[config.mk]
export PLATFORM = sky130hd
export DESIGN_NAME = ro_freq_meter
export DESIGN_NICKNAME = d
export VERILOG_FILES = /design/src/rtl/ro_freq_meter.sv
export SDC_FILE = /design/constraint.sdc
export NUM_CORES = 1
export LEC_CHECK = 0
export CORE_AREA = 2 2 110 112
export DETAILED_ROUTE_END_ITERATION = 8
export DIE_AREA = 0 0 112 114
export HOLD_SLACK_MARGIN = 0.03
export MAX_ROUTING_LAYER = met4
export PLACE_DENSITY_LB_ADDON = 0.1
export SETUP_SLACK_MARGIN = 0.1
export SLEW_MARGIN = 10
export SYNTH_ARGS = -nofsm -noshare
export SYNTH_HDL_FRONTEND = slang
export SYNTH_SLANG_ARGS = --single-unit
[constraint.sdc]
create_clock -name clk -period 3.1 [get_ports clk]
set_input_delay 0.62 -clock clk [delete_from_list [all_inputs] [get_ports clk]]
set_output_delay 0.62 -clock clk [all_outputs]
set_load 0.005 [all_outputs]
[src/rtl/ro_freq_meter.sv]
// Ring-oscillator frequency meter: synchronizes one selected ro_in bit and counts
// its rising edges over a selectable gate window, then holds the count for readout.
module ro_freq_meter #(
  parameter int CNT_W       = 16,
  parameter int SYNC_STAGES = 2
) (
  input  logic             clk,
  input  logic             rst,
  input  logic [15:0]      ro_in,
  input  logic [3:0]       sel,
  input  logic [1:0]       win,
  input  logic             start,
  input  logic             byte_sel,
  output logic             busy,
  output logic             done,
  output logic             ovf,
  output logic [CNT_W-1:0] result,
  output logic [7:0]       data_out
);

  generate
    if (CNT_W < 8 || CNT_W > 16) begin : g_bad_cnt_w
      $error("ro_freq_meter: CNT_W must be in 8..16");
    end
    if (SYNC_STAGES < 2 || SYNC_STAGES > 4) begin : g_bad_sync
      $error("ro_freq_meter: SYNC_STAGES must be in 2..4");
    end
  endgenerate

  typedef enum logic [1:0] {
    IDLE,
    SETTLE,
    GATE,
    HOLD
  } state_t;

  localparam int                TMR_W       = 14;
  localparam logic [CNT_W-1:0]  CNT_MAX     = '1;
  localparam logic [TMR_W-1:0]  SETTLE_LAST = TMR_W'(SYNC_STAGES + 1);

  state_t                 state;
  logic [3:0]             sel_q;
  logic [1:0]             win_q;
  logic [SYNC_STAGES-1:0] sync_q;
  logic                   hist_q;
  logic [TMR_W-1:0]       timer;
  logic [CNT_W-1:0]       cnt;

  logic [TMR_W-1:0]       gate_last;
  logic                   rise;
  logic                   at_max;
  logic [CNT_W-1:0]       cnt_next;
  logic [15:0]            result_ext;

  // NOTE: every variable assigned in always_comb gets a default first so no path
  // can leave it unassigned and infer a latch.
  always_comb begin
    gate_last = 14'd255;
    case (win_q)
      2'd0:    gate_last = 14'd255;
      2'd1:    gate_last = 14'd1023;
      2'd2:    gate_last = 14'd4095;
      default: gate_last = 14'd16383;
    endcase
  end

  assign rise     = sync_q[SYNC_STAGES-1] & ~hist_q;
  assign at_max   = (cnt == CNT_MAX);
  // Includes an edge seen in the current cycle so the final gate cycle counts.
  assign cnt_next = (rise && !at_max) ? cnt + CNT_W'(1) : cnt;

  assign result_ext = 16'(result);
  assign data_out   = byte_sel ? result_ext[15:8] : result_ext[7:0];

  // NOTE: all state here updates with non-blocking assignments so every flop
  // samples pre-edge values regardless of statement order.
  always_ff @(posedge clk) begin
    if (rst) begin
      state  <= IDLE;
      sel_q  <= '0;
      win_q  <= '0;
      sync_q <= '0;
      hist_q <= 1'b0;
      timer  <= '0;
      cnt    <= '0;
      result <= '0;
      ovf    <= 1'b0;
      busy   <= 1'b0;
      done   <= 1'b0;
    end else begin
      sync_q <= {sync_q[SYNC_STAGES-2:0], ro_in[sel_q]};
      hist_q <= sync_q[SYNC_STAGES-1];

      case (state)
        IDLE, HOLD: begin
          if (start) begin
            state <= SETTLE;
            sel_q <= sel;
            win_q <= win;
            cnt   <= '0;
            ovf   <= 1'b0;
            timer <= '0;
            busy  <= 1'b1;
            done  <= 1'b0;
          end
        end

        // Lets the synchronizer and history flush the old channel before counting.
        SETTLE: begin
          if (timer == SETTLE_LAST) begin
            state <= GATE;
            timer <= '0;
          end else begin
            timer <= timer + TMR_W'(1);
          end
        end

        GATE: begin
          if (rise && at_max) begin
            ovf <= 1'b1;
          end
          cnt <= cnt_next;
          if (timer == gate_last) begin
            result <= cnt_next;
            state  <= HOLD;
            busy   <= 1'b0;
            done   <= 1'b1;
          end else begin
            timer <= timer + TMR_W'(1);
          end
        end

        default: begin
          state <= IDLE;
          busy  <= 1'b0;
          done  <= 1'b0;
        end
      endcase
    end
  end

endmodule
Fig. 1: run 1, register map, names as in the netlist
The bar under the picture is 20 um long.
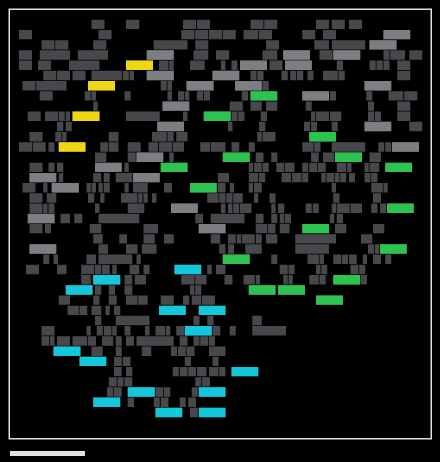
Green shows cnt, placed flops 16. Cyan shows timer, placed flops 14. Yellow shows sel_q, placed flops 4, where north-west.
Seq/total area: 0.274
Sequential Area: 1200 um2
P_seq: 0.854 mW
Layout Utilization: 0.374

Fig. 2: run 1, placed cells, one colour a class
The bar under the picture is 20 um long. Fill, decap, tap and diode cells in grey.
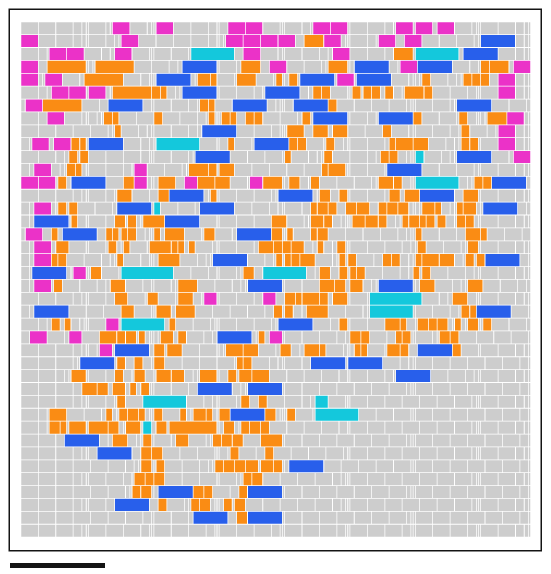
Cyan shows clock drivers and dummy loads, cells 15. Magenta shows other buffers and delay cells, cells 63. Orange shows all other logic, cells 324. Blue shows flip-flops, cells 60.
core area: 11700 um2
Core Rows: 40
final instance area: 4380 um2

Fig. 3: run 1, congestion heat map
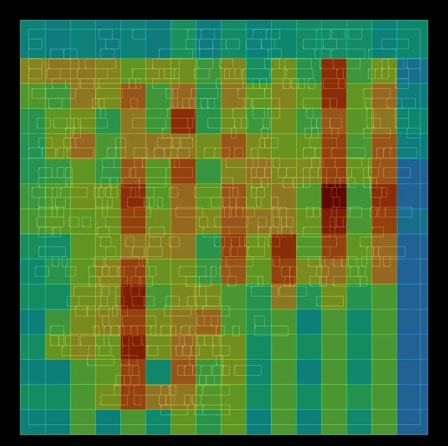
Global Route met3 Usage: 0.0308
All-Layer GR Usage: 0.164
routed length per instance: 16.3 um
met2 usage: 0.264

==> ci_impl_report.md, run 1 <==
## Implementation flow summary

| Metric | Value |
|---|---|
| Status | completed |
| Flip-flops with a built-in enable | 0 |
| NetSw | a little under 0.9 mW |
| Max Cap Viol | 0 |
| Initial Util | 0.290 |
| Via count | 3300 |
| Max-slew headroom | 0.480 |
| Total Power | 2.68 mW |
| Root Buffer | clkbuf_16 |
| Hold Crit Class | flop to flop |
| H-tree depth | 3 |
| I/O Pins | roughly 53 |
| Ys cells | ~410 |
| WHS Path Cells | 1 |
| First-pass GRT wire length | about 16000 um |
| Sequential Power Share | 0.319 |
| LEAKAGE | 1.50 nW |
| GPL Wtd Cong | 0.879 |
| Critical path's slowest cell | clkdlybuf4s50_1 |
| Cts hold-fix bufs | 0 |
| Vias in the first global route | roughly 3100 |
| Setup TNS Final | 0 ns |
| Postcts setup bufs | 0 |
| Overflow after GRT | 0 |
| Layout area overhead | 29.0% |
| CP arrival | 2.15 ns |
| R2R Setup Slk | between 0.6 and 0.7 ns |
| Die Wd | 112 um |
| Drc violations | 0 |
| Layout Cells excl Fill | 609 |
-- run 1: how the worst max path moves through the flow --
stage,slack (ns),endpoint,from
after global placement,0.34,data_out[2],byte_sel
after global routing,0.26,data_out[6],byte_sel
after floorplan,0.84,timer[5],timer[8]
after CTS,0.31,data_out[5],byte_sel
final,0.33,data_out[6],byte_sel
after detailed placement,0.31,data_out[5],byte_sel
-- run 1: cells by family (layout without fill, tap and decap cells) --
family / after synthesis / count (layout) / synth area share
buf+inv: 38 / 88 / 0.0435
compound gates: 121 / 121 / 0.229
xor+xnor: 13 / 13 / 0.0336
flops: 60 / 60 / 0.354
simple gates: 154 / 154 / 0.237
fa+ha+maj: 5 / 5 / 0.0184
mux: 21 / 21 / 0.0841
-- run 1: layer usage --
layer | global-route usage | vias up | wire [um]
li1 | - | 1648 | -
met4 | 0.0797 | 0 | 233
met2 | 0.264 | 82 | 4690
met5 | - | - | 0
met3 | 0.0308 | 16 | 483
met1 | 0.199 | 1554 | 4510
-- run 1: worst reg2reg max path: stages (launching register included) --
cell      delay, ns
dfxtp_1        0.36
inv_1          0.07
ha_1           0.64
nand2b_1       0.42
nand3_1        0.48
o22ai_1        0.16
a22o_1         0.24
-- run 1: power groups by stage --
stage	clock network (mW)	logic, mW	registers (mW)
after floorplan	0	0.517	0.856
after global placement	0	0.760	0.870
after detailed placement	0	0.766	0.871
after CTS	1.09	0.770	0.855
after global routing	1.12	0.847	0.860
final	1.06	0.762	0.854
-- run 1: per-stage QoR --
| step | worst slack [ns] | util | area [um2] | hold WS [ns] |
|---|---|---|---|---|
| 2_1_floorplan | 0.842 | - | 3390 | 0.414 |
| 3_3_place_gp | 0.342 | 0.348 | 4070 | 0.458 |
| 3_5_place_dp | 0.313 | 0.348 | 4070 | 0.448 |
| 4_1_cts | 0.310 | 0.374 | 4380 | 0.459 |
| 5_1_grt | 0.265 | 0.374 | 4380 | 0.473 |
| 6_report | 0.331 | 0.374 | 4380 | 0.449 |
-- run 1: registers in the layout (all words and copies together), names as in the netlist --
| name | count |
|---|---|
| cnt | 16 |
| result | 16 |
| timer | 14 |
| sel_q | 4 |
| state | 2 |
| sync_q | 2 |
| win_q | 2 |
| busy | 1 |
| done | 1 |
| hist_q | 1 |
| ovf | 1 |
-- run 1: cells in the final DEF (no fill, tap or decap), types with 3 or more instances in the layout --
master / n
o211ai_1: 5
inv_1: 10
a32o_1: 3
a21oi_1: 38
clkbuf_16: 9
nand2b_1: 5
nand3_1: 34
dfxtp_1: 60
o21ai_0: 35
or2_2: 3
and2_1: 3
nor2b_1: 4
a31oi_1: 8
or4_1: 6
buf_4: 11
xor2_1: 7
nand2_1: 27
and3_1: 7
mux4_2: 5
a211oi_1: 3
xnor2_1: 6
ha_1: 5
o2111ai_1: 4
nor2_1: 25
mux2_2: 10
or3_1: 9
o31ai_1: 3
clkdlybuf4s50_1: 52
mux2i_1: 6
nor3_1: 10
nand4_1: 12
nor4_1: 3
-- run 1: area by class of cell --
class | count | area (um2)
multi-input combinational | 314 | 2040
inverter | 10 | 37.5
clock inverter | 5 | 77.6
sequential | 60 | 1200
fill | 1231 | 7330
tap | 147 | 184
timing repair buffer | 63 | 603
clock buffer | 10 | 229
## Run 2: what changed since run 1
--- a/config.mk
+++ b/config.mk
@@ -6,6 +6,7 @@
 export NUM_CORES = 1
 export LEC_CHECK = 0
 export CORE_AREA = 2 2 110 112
+export CTS_CLUSTER_SIZE = 24
 export DETAILED_ROUTE_END_ITERATION = 8
 export DIE_AREA = 0 0 112 114
 export HOLD_SLACK_MARGIN = 0.03
Fig. 4: run 2, congestion heat map
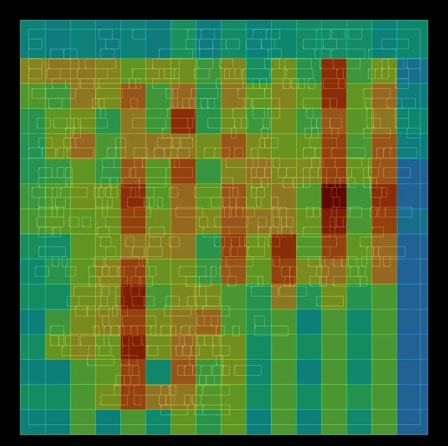
met1 Use GR: 0.199
Most Crowded Layer GR: met2

Fig. 5: run 2, routed metal, one colour a layer
The bar under the picture is 20 um long. Only two layers are drawn.
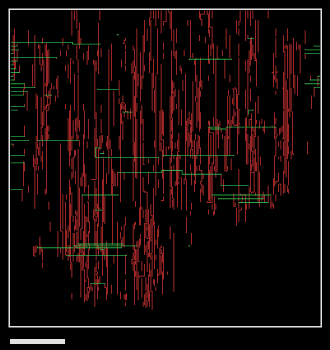
Green shows met3, wire length 484 um. Red shows met2, wire length 4690 um.
via count: 3300
final WL: 9920 um

==> run 2 against run 1 <==
Against the previous run:
- worst setup slack unchanged
- hold slack is the same
- sequential power is essentially flat
- sequential cell count unchanged
- die area is the same
- critical path depth unchanged
- core utilization unchanged
- first-iteration DRC count stayed put
- combinational power barely moved
- register-to-register slack about the same
- critical path type unchanged
- critical endpoint unchanged
- largest power group unchanged
==> ci_impl_report.md, run 2 <==
## Implementation flow summary

| Metric | Value |
|---|---|
| Status | completed |
| Ys cells | between 400 and 500 |
| Mux cell area share | 0.0841 |
| All-Layer GR Usage | 0.164 |
| LEAKAGE | between 1 and 1.5 nW |
| Total Power | ~2.7 mW |
| Routed length per instance | 16.3 um |
| H-tree depth | 3 |
| Flip-flops with a built-in enable | 0 |
| Final instance area | 4380 um2 |
| Drc violations | 0 |
| Max-slew headroom | 0.480 |
| Hold Crit Class | flop to flop |
| Dominant logic cell type in the layout | dfxtp_1 |
| Sequential Area | ~1200 um2 |
| Core Rows | around 40 |
| I/O Pins | 53 |
| Max Cap Viol | 0 |
| Gate Area | around 2000 um2 |
| Most instantiated logic cells after routing | dfxtp_1, clkdlybuf4s50_1, a21oi_1 |
| R2R Setup Slk | 0.62 ns |
| Worst setup path end | data_out[6] |
| Area share of fa/ha/maj cells after synthesis | 0.0184 |
| Post-Place Cell Area | between 4000 and 5000 um2 |
| Fillcell total | ~1200 |
| First-pass GRT wire length | 16000 um |
| Xor/xnor share | 0.0336 |
| CP arrival | 2.15 ns |
| Setup TNS Final | 0 ns |
| Root Buffer | clkbuf_16 |
| Postcts setup bufs | 0 |
| Core area | 11700 um2 |
| Dominant combinational family | simple AND/OR/NAND/NOR gates |
| Origin of the worst setup path | byte_sel |
| Area fraction in compound gates after synthesis | 0.229 |
| Yosys stat area | about 3400 um2 |
| Vias in the first global route | about 3100 |
| Overflow after GRT | 0 |
| Die Wd | between 100 and 150 um |
| Layout Cells excl Fill | ~600 |
| Simple-Gate Area Share | 0.237 |
| Initial Util | 0.290 |
| Cts hold-fix bufs | 0 |
Fig. 6: run 2, register map, names as in the netlist
The bar under the picture is 20 um long.
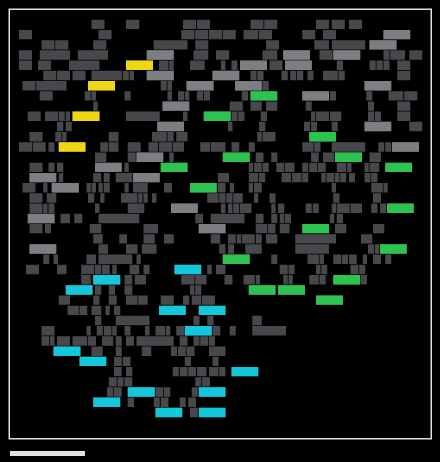
Yellow shows sel_q, placed flops 4, where north-west. Cyan shows timer, placed flops 14. Green shows cnt, placed flops 16.
Another 26 sequential cells are not coloured.

run 2: cell counts in the layout (fill, tap and decap cells not counted):
Identical to the previous run, type by type.
run 2: kinds of logic after synthesis:
family / after synthesis
AND-OR/OR-AND: 121
XOR/XNOR: 13
adder cells (fa/ha/maj): 5
buffers and inverters: 38
flip-flops: 60
multiplexers: 21
AND/OR/NAND/NOR: 154
run 2: worst max-delay path, cell delays in order:
cell and delay (ns):
clkdlybuf4s50_1 0.70, mux2_2 0.39, clkdlybuf4s50_1 0.44
run 2: power breakdown:
part	total, mW	internal, mW	switching [mW]
logic	0.762	0.297	0.464
clock network	1.06	0.696	0.368
registers	0.854	0.815	0.0390
run 2: stage by stage:
| stage | utilization | setup slack (ns) | hold WS (ns) |
|---|---|---|---|
| after global routing | 0.374 | 0.265 | 0.473 |
| after global placement | 0.348 | 0.342 | 0.458 |
| final | 0.374 | 0.331 | 0.449 |
| after detailed placement | 0.348 | 0.313 | 0.448 |
| after floorplan | - | 0.842 | 0.414 |
| after CTS | 0.374 | 0.310 | 0.459 |
run 2: metal layers:
metal / GRT usage / share of wire / vias up
met5: - / 0 / -
met4: 0.0797 / 0.023 / 0
met3: 0.0308 / 0.049 / 16
met2: 0.264 / 0.47 / 82
met1: 0.199 / 0.45 / 1554
li1: - / - / 1648
run 2: worst min-delay path by stage:
stage	slack, ns	cells after the start	end	startpoint
after floorplan	0.41	1	sync_q[1]	sync_q[0]
after global placement	0.46	1	sync_q[1]	sync_q[0]
after detailed placement	0.45	1	sync_q[1]	sync_q[0]
after CTS	0.46	1	sync_q[1]	sync_q[0]
after global routing	0.47	1	sync_q[1]	sync_q[0]
final	0.45	1	sync_q[1]	sync_q[0]
run 2: layout make-up:
cell class	instances	area share
multi-input combinational	314	0.467
sequential	60	0.274
timing repair buffer	63	0.138
clock buffer	10	0.0523
tap	147	0.0420
clock inverter	5	0.0177
inverter	10	0.00858
Power and IR drop assume default switching activity.
